$ cat src/rtl/mem_stage_lsu.sv
// rtl/mem_stage_lsu.sv - MEM-stage load/store unit with valid/ready data bus
// Store lane steering, load extraction, misalignment/bus-error exceptions and MEM/WB register.
module mem_stage_lsu #(
  parameter int TIMEOUT_CYCLES = 64
) (
  input  logic        clk,
  input  logic        rst,
  input  logic [31:0] mem_pc,
  input  logic [31:0] mem_alu_result,
  input  logic [31:0] mem_rs2_val_for_store,
  input  logic [4:0]  mem_rd_addr,
  input  logic        mem_reg_write,
  input  logic        mem_mem_read,
  input  logic        mem_mem_write,
  input  logic [1:0]  mem_wb_sel,
  input  logic [1:0]  mem_load_size,
  input  logic [1:0]  mem_store_size,
  input  logic        mem_load_signed,
  input  logic [31:0] mem_wb_candidate,
  output logic        dbus_req_valid,
  input  logic        dbus_req_ready,
  output logic [31:0] dbus_addr,
  output logic        dbus_we,
  output logic [3:0]  dbus_wstrb,
  output logic [31:0] dbus_wdata,
  input  logic        dbus_rsp_valid,
  input  logic        dbus_rsp_err,
  input  logic [31:0] dbus_rdata,
  output logic        mem_stall,
  output logic        wb_valid,
  output logic [4:0]  wb_rd_addr,
  output logic        wb_reg_write,
  output logic [31:0] wb_data,
  output logic        exc_valid,
  output logic [1:0]  exc_cause,
  output logic [31:0] exc_pc,
  output logic [31:0] exc_tval
);

  localparam int CW = (TIMEOUT_CYCLES > 2) ? $clog2(TIMEOUT_CYCLES) : 1;
  localparam logic [CW-1:0] COUNT_LAST = CW'(TIMEOUT_CYCLES - 1);

  typedef enum logic [1:0] {IDLE, REQ, WAIT} state_t;

  state_t        state, state_next;
  logic [CW-1:0] count;
  logic          access, is_load, misaligned, timeout;
  logic [1:0]    size, offset;
  logic [3:0]    store_strb;
  logic [31:0]   store_data, shifted, load_data, wb_value;
  logic          req_c, stall_c, complete, exc_c;
  logic [1:0]    cause_c;

  // A simultaneous read and write is treated as a load.
  assign access  = mem_mem_read | mem_mem_write;
  assign is_load = mem_mem_read;
  assign size    = is_load ? mem_load_size : mem_store_size;
  assign offset  = mem_alu_result[1:0];
  assign misaligned = access & (((size == 2'b01) & offset[0]) | (size[1] & (offset != 2'b00)));
  assign timeout = (count == COUNT_LAST);

  always_comb begin
    store_data = mem_rs2_val_for_store;
    store_strb = 4'b1111;
    case (mem_store_size)
      2'b00: begin
        store_data = {4{mem_rs2_val_for_store[7:0]}};
        store_strb = 4'b0001 << offset;
      end
      2'b01: begin
        store_data = {2{mem_rs2_val_for_store[15:0]}};
        store_strb = 4'b0011 << {offset[1], 1'b0};
      end
      default: ;
    endcase
  end

  assign dbus_addr  = {mem_alu_result[31:2], 2'b00};
  assign dbus_we    = mem_mem_write & ~is_load;
  assign dbus_wstrb = dbus_we ? store_strb : 4'b0000;
  assign dbus_wdata = store_data;

  // The byte offset stays valid through WAIT because EX/MEM is frozen by mem_stall.
  always_comb begin
    shifted   = dbus_rdata >> {offset, 3'b000};
    load_data = shifted;
    case (mem_load_size)
      2'b00:   load_data = {{24{mem_load_signed & shifted[7]}}, shifted[7:0]};
      2'b01:   load_data = {{16{mem_load_signed & shifted[15]}}, shifted[15:0]};
      default: ;
    endcase
  end

  assign wb_value = (mem_wb_sel == 2'b01) ? load_data : mem_wb_candidate;

  always_comb begin
    state_next = state;
    req_c      = 1'b0;
    stall_c    = 1'b0;
    complete   = 1'b0;
    exc_c      = 1'b0;
    cause_c    = 2'b00;
    case (state)
      IDLE: begin
        if (access && !misaligned) begin
          req_c      = 1'b1;
          stall_c    = 1'b1;
          state_next = dbus_req_ready ? WAIT : REQ;
        end else if (misaligned) begin
          complete = 1'b1;
          exc_c    = 1'b1;
          cause_c  = is_load ? 2'b01 : 2'b10;
        end else begin
          complete = 1'b1;
        end
      end
      REQ: begin
        req_c   = 1'b1;
        stall_c = 1'b1;
        if (dbus_req_ready) state_next = WAIT;
      end
      WAIT: begin
        stall_c = ~dbus_rsp_valid & ~timeout;
        if (dbus_rsp_valid) begin
          complete   = 1'b1;
          exc_c      = dbus_rsp_err;
          cause_c    = dbus_rsp_err ? 2'b11 : 2'b00;
          state_next = IDLE;
        end else if (timeout) begin
          complete   = 1'b1;
          exc_c      = 1'b1;
          cause_c    = 2'b11;
          state_next = IDLE;
        end
      end
      default: state_next = IDLE;
    endcase
  end

  assign dbus_req_valid = req_c & ~rst;
  assign mem_stall      = stall_c & ~rst;

  always_ff @(posedge clk or posedge rst) begin
    if (rst) begin
      state <= IDLE;
      count <= '0;
    end else begin
      state <= state_next;
      count <= (state == WAIT) ? count + CW'(1) : '0;
    end
  end

  always_ff @(posedge clk or posedge rst) begin
    if (rst) begin
      wb_valid     <= 1'b0;
      wb_rd_addr   <= '0;
      wb_reg_write <= 1'b0;
      wb_data      <= '0;
      exc_valid    <= 1'b0;
      exc_cause    <= '0;
      exc_pc       <= '0;
      exc_tval     <= '0;
    end else begin
      wb_valid  <= complete;
      exc_valid <= exc_c;
      if (complete) begin
        wb_rd_addr   <= mem_rd_addr;
        wb_reg_write <= mem_reg_write & (|mem_rd_addr) & ~exc_c;
        wb_data      <= wb_value;
      end
      if (exc_c) begin
        exc_cause <= cause_c;
        exc_pc    <= mem_pc;
        exc_tval  <= mem_alu_result;
      end
    end
  end

endmodule
$ cat config.mk
export PLATFORM = sky130hd
export DESIGN_NAME = mem_stage_lsu
export DESIGN_NICKNAME = d
export VERILOG_FILES = /design/src/rtl/mem_stage_lsu.sv
export SDC_FILE = /design/constraint.sdc
export NUM_CORES = 1
export LEC_CHECK = 0
export ABC_AREA = 1
export ABC_CLOCK_PERIOD_IN_PS = 5130
export CAP_MARGIN = 30
export CORE_AREA = 2 2 138 140
export DETAILED_ROUTE_END_ITERATION = 8
export DIE_AREA = 0 0 140 142
export PLACE_DENSITY = 0.73
export SLEW_MARGIN = 10
export SYNTH_ARGS = -nofsm -noshare
export SYNTH_HDL_FRONTEND = slang
export SYNTH_SLANG_ARGS = --single-unit
$ cat constraint.sdc
create_clock -name clk -period 5.13 [get_ports clk]
set_clock_uncertainty 0.05 [all_clocks]
set_input_delay 1.026 -clock clk [delete_from_list [all_inputs] [get_ports clk]]
set_output_delay 1.026 -clock clk [all_outputs]
set_load 0.05 [all_outputs]
Run 1, layout detail:
Region (92, 23) to (117, 48) um. Cells in gray, sequential cells in the stronger gray; small squares are vias.
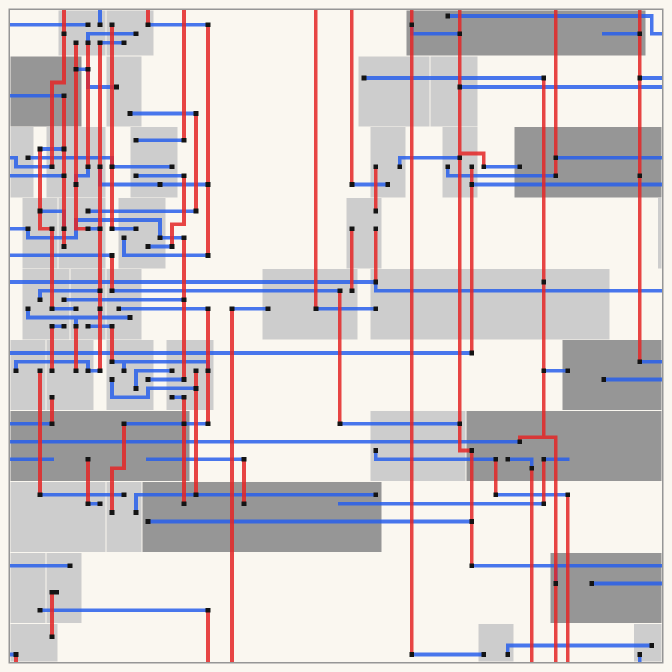
| color | layer |
|---|---|
| red | metal 2 |
| blue | metal 1 |
cells with their middle in the window: 32
sequential cells in the window: 5
most frequent: nand2_1 (7), dfrtp_1 (5), a21oi_1 (4)
netlist names of flops here include: count (2), exc_tval (2)

Run 1, power grid:
Bar = 50 um. Pins as bars on the die edge. Tap cells in gray.
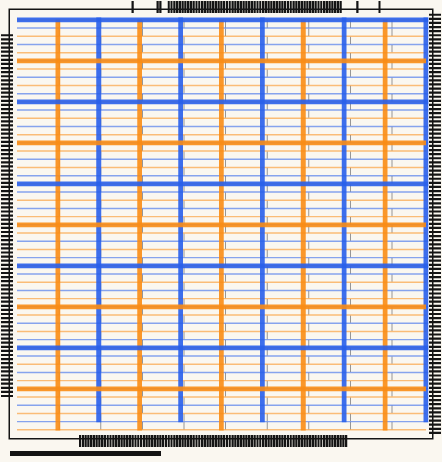
| color | net |
|---|---|
| blue | VDD |
| orange | VSS |
rows: 50
signal pins: 357
tap cells: 234
met5 straps: 10
met1 rails: 51

Run 1, track usage over the die:
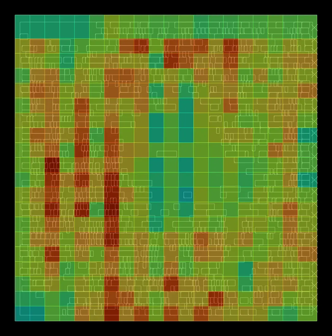
final core utilization: 55.5%
Top Usage Layer GRT: met2
total track usage: 23.2%

==> results.md, run 1 <==
| Quantity | Value | Unit |
|:---|:---|:---|
| Path depth of the worst reg2reg path | 8 | - |
| Area growth syn-to-layout | 63.5 | % |
| Cell area reported after detailed placement | 9640 | um2 |
| Storage cell area | 2850 | um2 |
| Largest net degree at the start of global routing | 72 | - |
| Multi-Input Combinational | 638 | - |
| H-tree levels | 4 | - |
| DRC violation count after routing | 25 | - |
| Reg-to-reg slack, setup | 2830 | ps |
| Worst slack after detailed placement | 760 | ps |
| Commonest cells in the synthesized netlist | sky130_fd_sc_hd__nand2_1 (375), sky130_fd_sc_hd__dfrtp_1 (114), sky130_fd_sc_hd__nand3_1 (111), sky130_fd_sc_hd__nor2_1 (64), sky130_fd_sc_hd__buf_4 (53) | - |
| Met1 usage | 28.0 | % |
| Metal1 wirelength | 9.10 | mm |
| Count of placed standard cells in the final layout, fillers left out | 1,418 | - |
| Kind of start point of the critical path | primary input | - |
| Path type of the worst setup path | primary input to output port | - |
| Total of max-cap violations | 0 | - |
| Cells after Synth | 871 | - |
| HP Start | exc_tval[8] | - |
| Worst hold slack across all endpoints | 417 | ps |
| Global-route wire length before repair | 36.1 | mm |
| Antenna violation net count after detailed routing | 0 | - |
| Post-layout period usage of the worst path | 86.1 | % |
| Clock latency of the later-clocked register in the worst-skew pair | 400 | ps |
| Total number of sequential cells | 114 | - |
| Cell Area, Synth | 6270 | um2 |
| Chip area | 19,900 | um2 |
| Setup repair after global routing missed its margin | false | - |
| Synth logic family | simple AND/OR/NAND/NOR gates | - |
| First-pass detailed-route iteration total | 7 | - |
| Status | complete, but fails checks | - |
| Internal | 2.97 | mW |
| Number of gates on the worst path with buffers counted | 5 | - |
| Total overflow reported by the global router | 0 | - |
| Violated checks | design-rule violations | - |
| Fmax | 226 | MHz |
| Maximum vdd drop | 0.254 | mV |
| Number of design-rule violations left by the first detailed-router iteration | 464 | - |
| Most used flip-flop cell after synthesis | sky130_fd_sc_hd__dfrtp_1 | - |
| Share of power burned in combinational logic | 54.3 | % |
Run 1, signal wires by layer:
Two of the layers only.
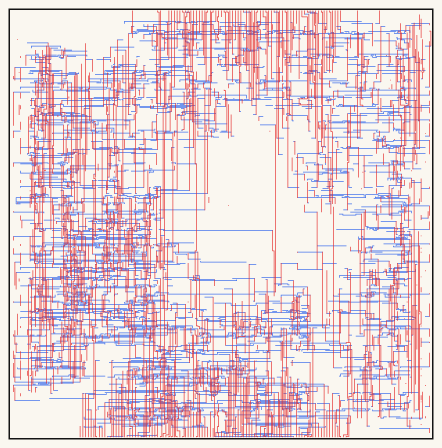

==> run 2, diff against run 1 <==
--- a/config.mk
+++ b/config.mk
@@ -5,13 +5,13 @@
 export SDC_FILE = /design/constraint.sdc
 export NUM_CORES = 1
 export LEC_CHECK = 0
-export ABC_AREA = 1
 export ABC_CLOCK_PERIOD_IN_PS = 5130
 export CAP_MARGIN = 30
-export CORE_AREA = 2 2 138 140
+export CORE_AREA = 2 2 140 142
 export DETAILED_ROUTE_END_ITERATION = 8
-export DIE_AREA = 0 0 140 142
-export PLACE_DENSITY = 0.73
+export DIE_AREA = 0 0 142 144
+export HOLD_SLACK_MARGIN = 0.02
+export PLACE_DENSITY = 0.7
 export SLEW_MARGIN = 10
 export SYNTH_ARGS = -nofsm -noshare
 export SYNTH_HDL_FRONTEND = slang
Run 2, signal wires by layer:
Two of the layers only.
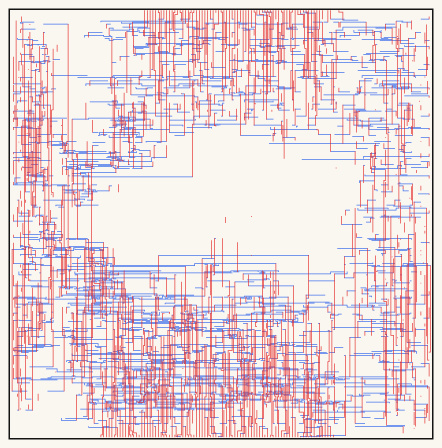
| color | layer | wire length |
|---|---|---|
| red | metal 2 | 9,660 um |
| blue | metal 1 | 7,550 um |

Run 2, layout detail:
Region (94, 24) to (119, 49) um. Cells in gray, sequential cells in the stronger gray; small squares are vias.
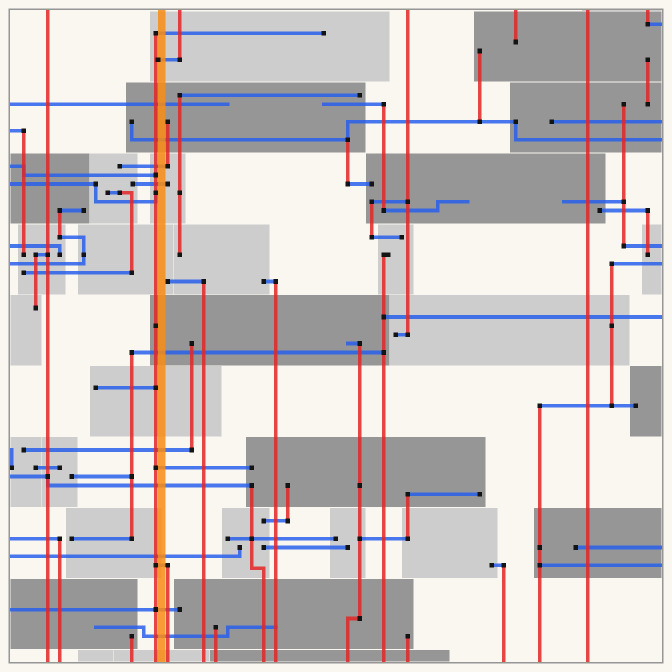
| color | layer |
|---|---|
| orange | metal 4 |
| red | metal 2 |
| blue | metal 1 |
sequential cells in the window: 9
cells with their middle in the window: 24
most frequent: dfrtp_1 (9), clkdlybuf4s50_1 (4)
netlist names of flops here include: exc_tval (4), wb_data (4)

Run 2, track usage over the die:
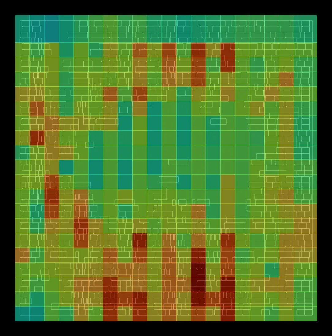
global-route met2 utilization: 33.1%
met3 Resource Use GR: 4.97%
per-cell routed wire length: 17.4 um
final core utilization: 52.6%

==> results.md, run 2 <==
| Quantity | Value | Unit | vs previous |
|:---|:---|:---|:---|
| Top Usage Layer GRT | met2 | - |  |
| Metal1 wirelength | 7.55 | mm | -17% |
| Final setup vio count | 0 | - |  |
| Path type of the worst setup path | primary input to output port | - |  |
| Detail Placement HPWL | 15.0 | mm |  |
| Chip area | 20,400 | um2 | +2.9% |
| Clock latency of the later-clocked register in the worst-skew pair | 410 | ps | about the same |
| HP Start | count[0] | - |  |
| Fmax | 242 | MHz | +6.7% |
| Total number of sequential cells | 114 | - | unchanged |
| Clock power frac | 22.5 | % |  |
| Storage cell area | 2850 | um2 | unchanged |
| Commonest cells in the synthesized netlist | sky130_fd_sc_hd__dfrtp_1 (114), sky130_fd_sc_hd__mux2_2 (48), sky130_fd_sc_hd__nand2_1 (44), sky130_fd_sc_hd__buf_4 (43), sky130_fd_sc_hd__nor2_1 (43) | - |  |
| Leakage power summed over all cells | 4.11 | nW |  |
| Slew Limit Headroom | 40.5 | % |  |
| Vias in the first global route | 5,340 | - |  |
| Post-layout period usage of the worst path | 80.7 | % | -5.4 points |
| Multi-Input Combinational | 345 | - | -46% |
| Setup repair after global routing missed its margin | false | - |  |
| Global-route wire length before repair | 29.1 | mm | -19% |
| Worst slack after detailed placement | 973 | ps | +213 ps |
| H-tree levels | 4 | - | unchanged |
| Synth logic family | multiplexers | - |  |
| Path depth of the worst reg2reg path | 6 | - | -2 |
| Signal arrival time at the worst endpoint | 3060 | ps |  |
| Cell area reported after detailed placement | 9460 | um2 | -1.9% |
| Count of placed standard cells in the final layout, fillers left out | 1,103 | - | -22% |
| Cells after Synth | 540 | - | -38% |
| Kind of start point of the critical path | primary input | - |  |
| Total of max-cap violations | 0 | - | unchanged |
| Most used flip-flop cell after synthesis | sky130_fd_sc_hd__dfrtp_1 | - |  |
| Worst hold slack across all endpoints | 416 | ps | -0.955 ps |
| Total power divided by cell area | 515 | nW/um2 |  |
| Chip area from the yosys synthesis statistics | 5970 | um2 |  |
| Reg-to-reg slack, setup | 2560 | ps | -270 ps |
| TAP cells | 238 | - |  |
| Largest net degree at the start of global routing | 61 | - | -15% |
| Number of gates on the worst path with buffers counted | 4 | - | -1 |
| Worst Hold Endpoint | count[0] | - |  |
| Share of power burned in combinational logic | 51.2 | % | -3.1 points |
| Total overflow reported by the global router | 0 | - | unchanged |
| Internal | 2.91 | mW | -2.3% |
| Met1 usage | 21.3 | % | -6.7 points |
| Proportion of cell area occupied by multi-input gates | 26.0 | % |  |
| Status | completed | - |  |
| Cell Area, Synth | 5970 | um2 | -4.8% |
| Commonest cells after routing, fill and taps aside | sky130_fd_sc_hd__clkdlybuf4s50_1 (344), sky130_fd_sc_hd__dfrtp_1 (114), sky130_fd_sc_hd__mux2_2 (48) | - |  |
| Synth area leader | sky130_fd_sc_hd__dfrtp_1 | - |  |
| Total track usage | 18.7 | % | -4.6 points |
| Antenna violation net count after detailed routing | 0 | - | unchanged |
| Number of hold buffers added after cts | 0 | - |  |
| First-pass detailed-route iteration total | 4 | - | -3 |
| Number of design-rule violations left by the first detailed-router iteration | 250 | - | -46% |
| Cell with the biggest individual delay on the critical path | sky130_fd_sc_hd__clkdlybuf4s50_1 | - |  |
| Maximum vdd drop | 0.204 | mV | -20% |
| Number of warning messages in the yosys log | 0 | - |  |
| DRC violation count after routing | 0 | - | -100% |
| Area growth syn-to-layout | 68.2 | % |  |
Run 2, the metal 4 layer:
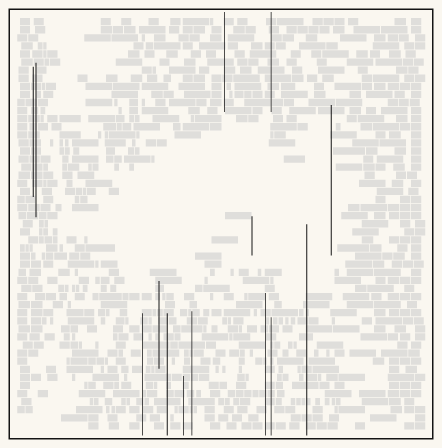

==> run 3, diff against run 2 <==
--- a/config.mk
+++ b/config.mk
@@ -5,7 +5,7 @@
 export SDC_FILE = /design/constraint.sdc
 export NUM_CORES = 1
 export LEC_CHECK = 0
-export ABC_CLOCK_PERIOD_IN_PS = 5130
+export ABC_CLOCK_PERIOD_IN_PS = 4250
 export CAP_MARGIN = 30
 export CORE_AREA = 2 2 140 142
 export DETAILED_ROUTE_END_ITERATION = 8
==> constraint.sdc (replaced) <==
create_clock -name clk -period 4.25 [get_ports clk]
set_clock_uncertainty 0.05 [all_clocks]
set_input_delay 0.85 -clock clk [delete_from_list [all_inputs] [get_ports clk]]
set_output_delay 0.85 -clock clk [all_outputs]
set_load 0.05 [all_outputs]
Run 3, the metal 4 layer:
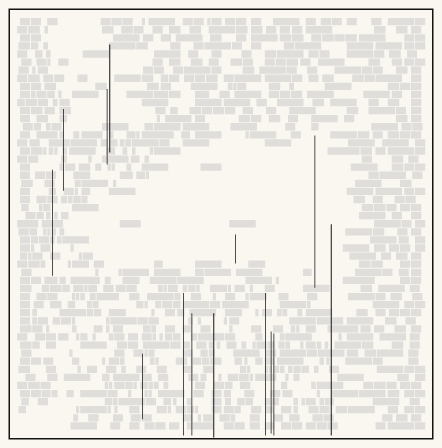
main direction: vertical
longest straight run: 70.7 um
share of all routed wire: 2.8%
wire length on this layer: 522 um
wire length after detailed routing: 19.0 mm
count of vias placed by the detailed router: 5,355

Run 3, signal wires by layer:
Two of the layers only.
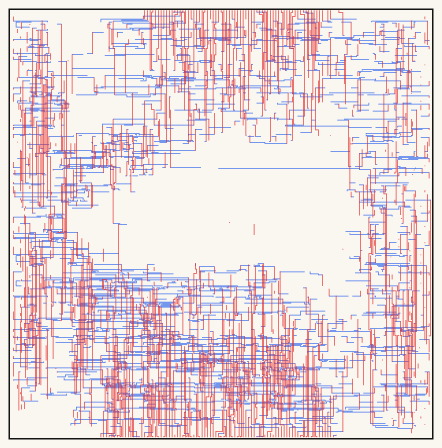
| color | layer | wire length |
|---|---|---|
| red | metal 2 | 9,690 um |
| blue | metal 1 | 7,470 um |

Run 3, power grid:
Bar = 50 um. Pins as bars on the die edge. Tap cells in gray.
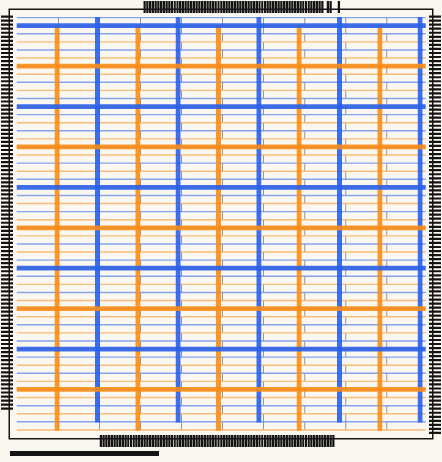
| color | net |
|---|---|
| blue | VDD |
| orange | VSS |
tap cells: 238
signal pins: 357
rows: 51
met4 straps: 10
met5 straps: 10
die outline width: 142 um
core footprint: 19,100 um2
maximum vdd drop: 0.230 mV

==> results.md, run 3 <==
| Quantity | Value | Unit | vs previous |
|:---|:---|:---|:---|
| Commonest cells in the synthesized netlist | sky130_fd_sc_hd__dfrtp_1 (114), sky130_fd_sc_hd__mux2_2 (48), sky130_fd_sc_hd__nand2_1 (44), sky130_fd_sc_hd__buf_4 (43), sky130_fd_sc_hd__nor2_1 (43) | - |  |
| Leakage power summed over all cells | 4.14 | nW | +0.90% |
| Initial antenna violation count | 0 | - |  |
| Proportion of cell area occupied by multi-input gates | 25.9 | % | -0.077 points |
| Worst hold slack across all endpoints | 408 | ps | -8.61 ps |
| Max Fanout on Critical Path | 5 | - |  |
| Area used by multi-input combinational logic | 2610 | um2 |  |
| Total of max-cap violations | 0 | - | unchanged |
| Starting Density | 31.3 | % |  |
| Area share of fa/ha/maj cells after synthesis | 0.210 | % |  |
| Storage cell area | 2850 | um2 | unchanged |
| HP Start | count[0] | - |  |
| Final setup vio count | 0 | - | unchanged |
| Transition time at the pin with the least slew margin | 900 | ps |  |
| Clock power frac | 23.2 | % | +0.7 points |
| DRC violation count after routing | 0 | - | unchanged |
| Status | completed | - |  |
| Chip area from the yosys synthesis statistics | 5970 | um2 | unchanged |
| Internal | 3.56 | mW | +22% |
| Path depth of the worst reg2reg path | 7 | - | +1 |
| Top Usage Layer GRT | met2 | - |  |
| Metal1 wirelength | 7.47 | mm | -0.98% |
| Met3 wirelength from detailed routing | 1.32 | mm |  |
| Global-route met2 utilization | 31.6 | % | -1.5 points |
| Slew Limit Headroom | 40.0 | % | -0.49 points |
| Antenna violation net count after detailed routing | 0 | - | unchanged |
| Io pins | 357 | - |  |
| Path type of the worst setup path | primary input to output port | - |  |
| Share of power burned in combinational logic | 50.8 | % | -0.4 points |
| Number of hold buffers added after cts | 0 | - | unchanged |
| First-pass detailed-route iteration total | 4 | - | unchanged |
| Chip area | 20,400 | um2 | unchanged |
| Cell area reported after detailed placement | 9450 | um2 | about the same |
| Total power divided by cell area | 626 | nW/um2 | +22% |
| Post-layout period usage of the worst path | 89.9 | % |  |
| Post-synth tally of flip-flops with integrated enable | 0 | - |  |
| Cell with the biggest individual delay on the critical path | sky130_fd_sc_hd__clkdlybuf4s50_1 | - |  |
| Met3 Resource Use GR | 4.83 | % | -0.13 points |
| Fmax | 262 | MHz |  |
| Number of gates on the worst path with buffers counted | 7 | - | +3 |
| Total track usage | 18.2 | % | -0.44 points |
| Total number of sequential cells | 114 | - | unchanged |
| Final core utilization | 52.8 | % | +0.16 points |
| Kind of start point of the critical path | primary input | - |  |
| Worst Hold Endpoint | count[0] | - |  |
| H-tree levels | 4 | - | unchanged |
| Floorplan row count | 51 | - |  |
| Synth area leader | sky130_fd_sc_hd__dfrtp_1 | - |  |
| Biggest Area Class | buffers | - |  |
| Vias in the first global route | 5,164 | - | -3.3% |
| Synth mux share | 20.9 | % |  |
| Detail Placement HPWL | 14.7 | mm | -2.0% |
| TAP cells | 238 | - | unchanged |
| Net switching component of the power | 2.74 | mW |  |
| Clock distribution area overhead in the final layout | 6.09 | % |  |
| Clock latency of the later-clocked register in the worst-skew pair | 400 | ps | about the same |
| Met1 usage | 21.3 | % | +0.077 points |
| Most used flip-flop cell after synthesis | sky130_fd_sc_hd__dfrtp_1 | - |  |
| Cell Area, Synth | 5970 | um2 | unchanged |
| Signal arrival time at the worst endpoint | 2920 | ps | -140 ps |
| Power, Total | 6.30 | mW |  |
| Cells after Synth | 540 | - | unchanged |
| Per-cell routed wire length | 17.2 | um | -1.1% |
| Worst slack after detailed placement | 424 | ps | -549 ps |
| Area growth syn-to-layout | 68.7 | % |  |
| Setup repair after global routing missed its margin | false | - |  |
| Largest net degree at the start of global routing | 115 | - | +89% |
| Commonest cells after routing, fill and taps aside | sky130_fd_sc_hd__clkdlybuf4s50_1 (334), sky130_fd_sc_hd__dfrtp_1 (114), sky130_fd_sc_hd__mux2_2 (48) | - |  |
| Reg-to-reg slack, setup | 1970 | ps | -590 ps |
| Global-route wire length before repair | 28.4 | mm | -2.4% |
| Total overflow reported by the global router | 0 | - | unchanged |
| Number of warning messages in the yosys log | 0 | - | unchanged |
| Synth logic family | multiplexers | - |  |
| Number of design-rule violations left by the first detailed-router iteration | 254 | - | +1.6% |
| Multi-Input Combinational | 345 | - | unchanged |
| Count of placed standard cells in the final layout, fillers left out | 1,102 | - | -0.091% |
Power is estimated from default activity; no workload was simulated.
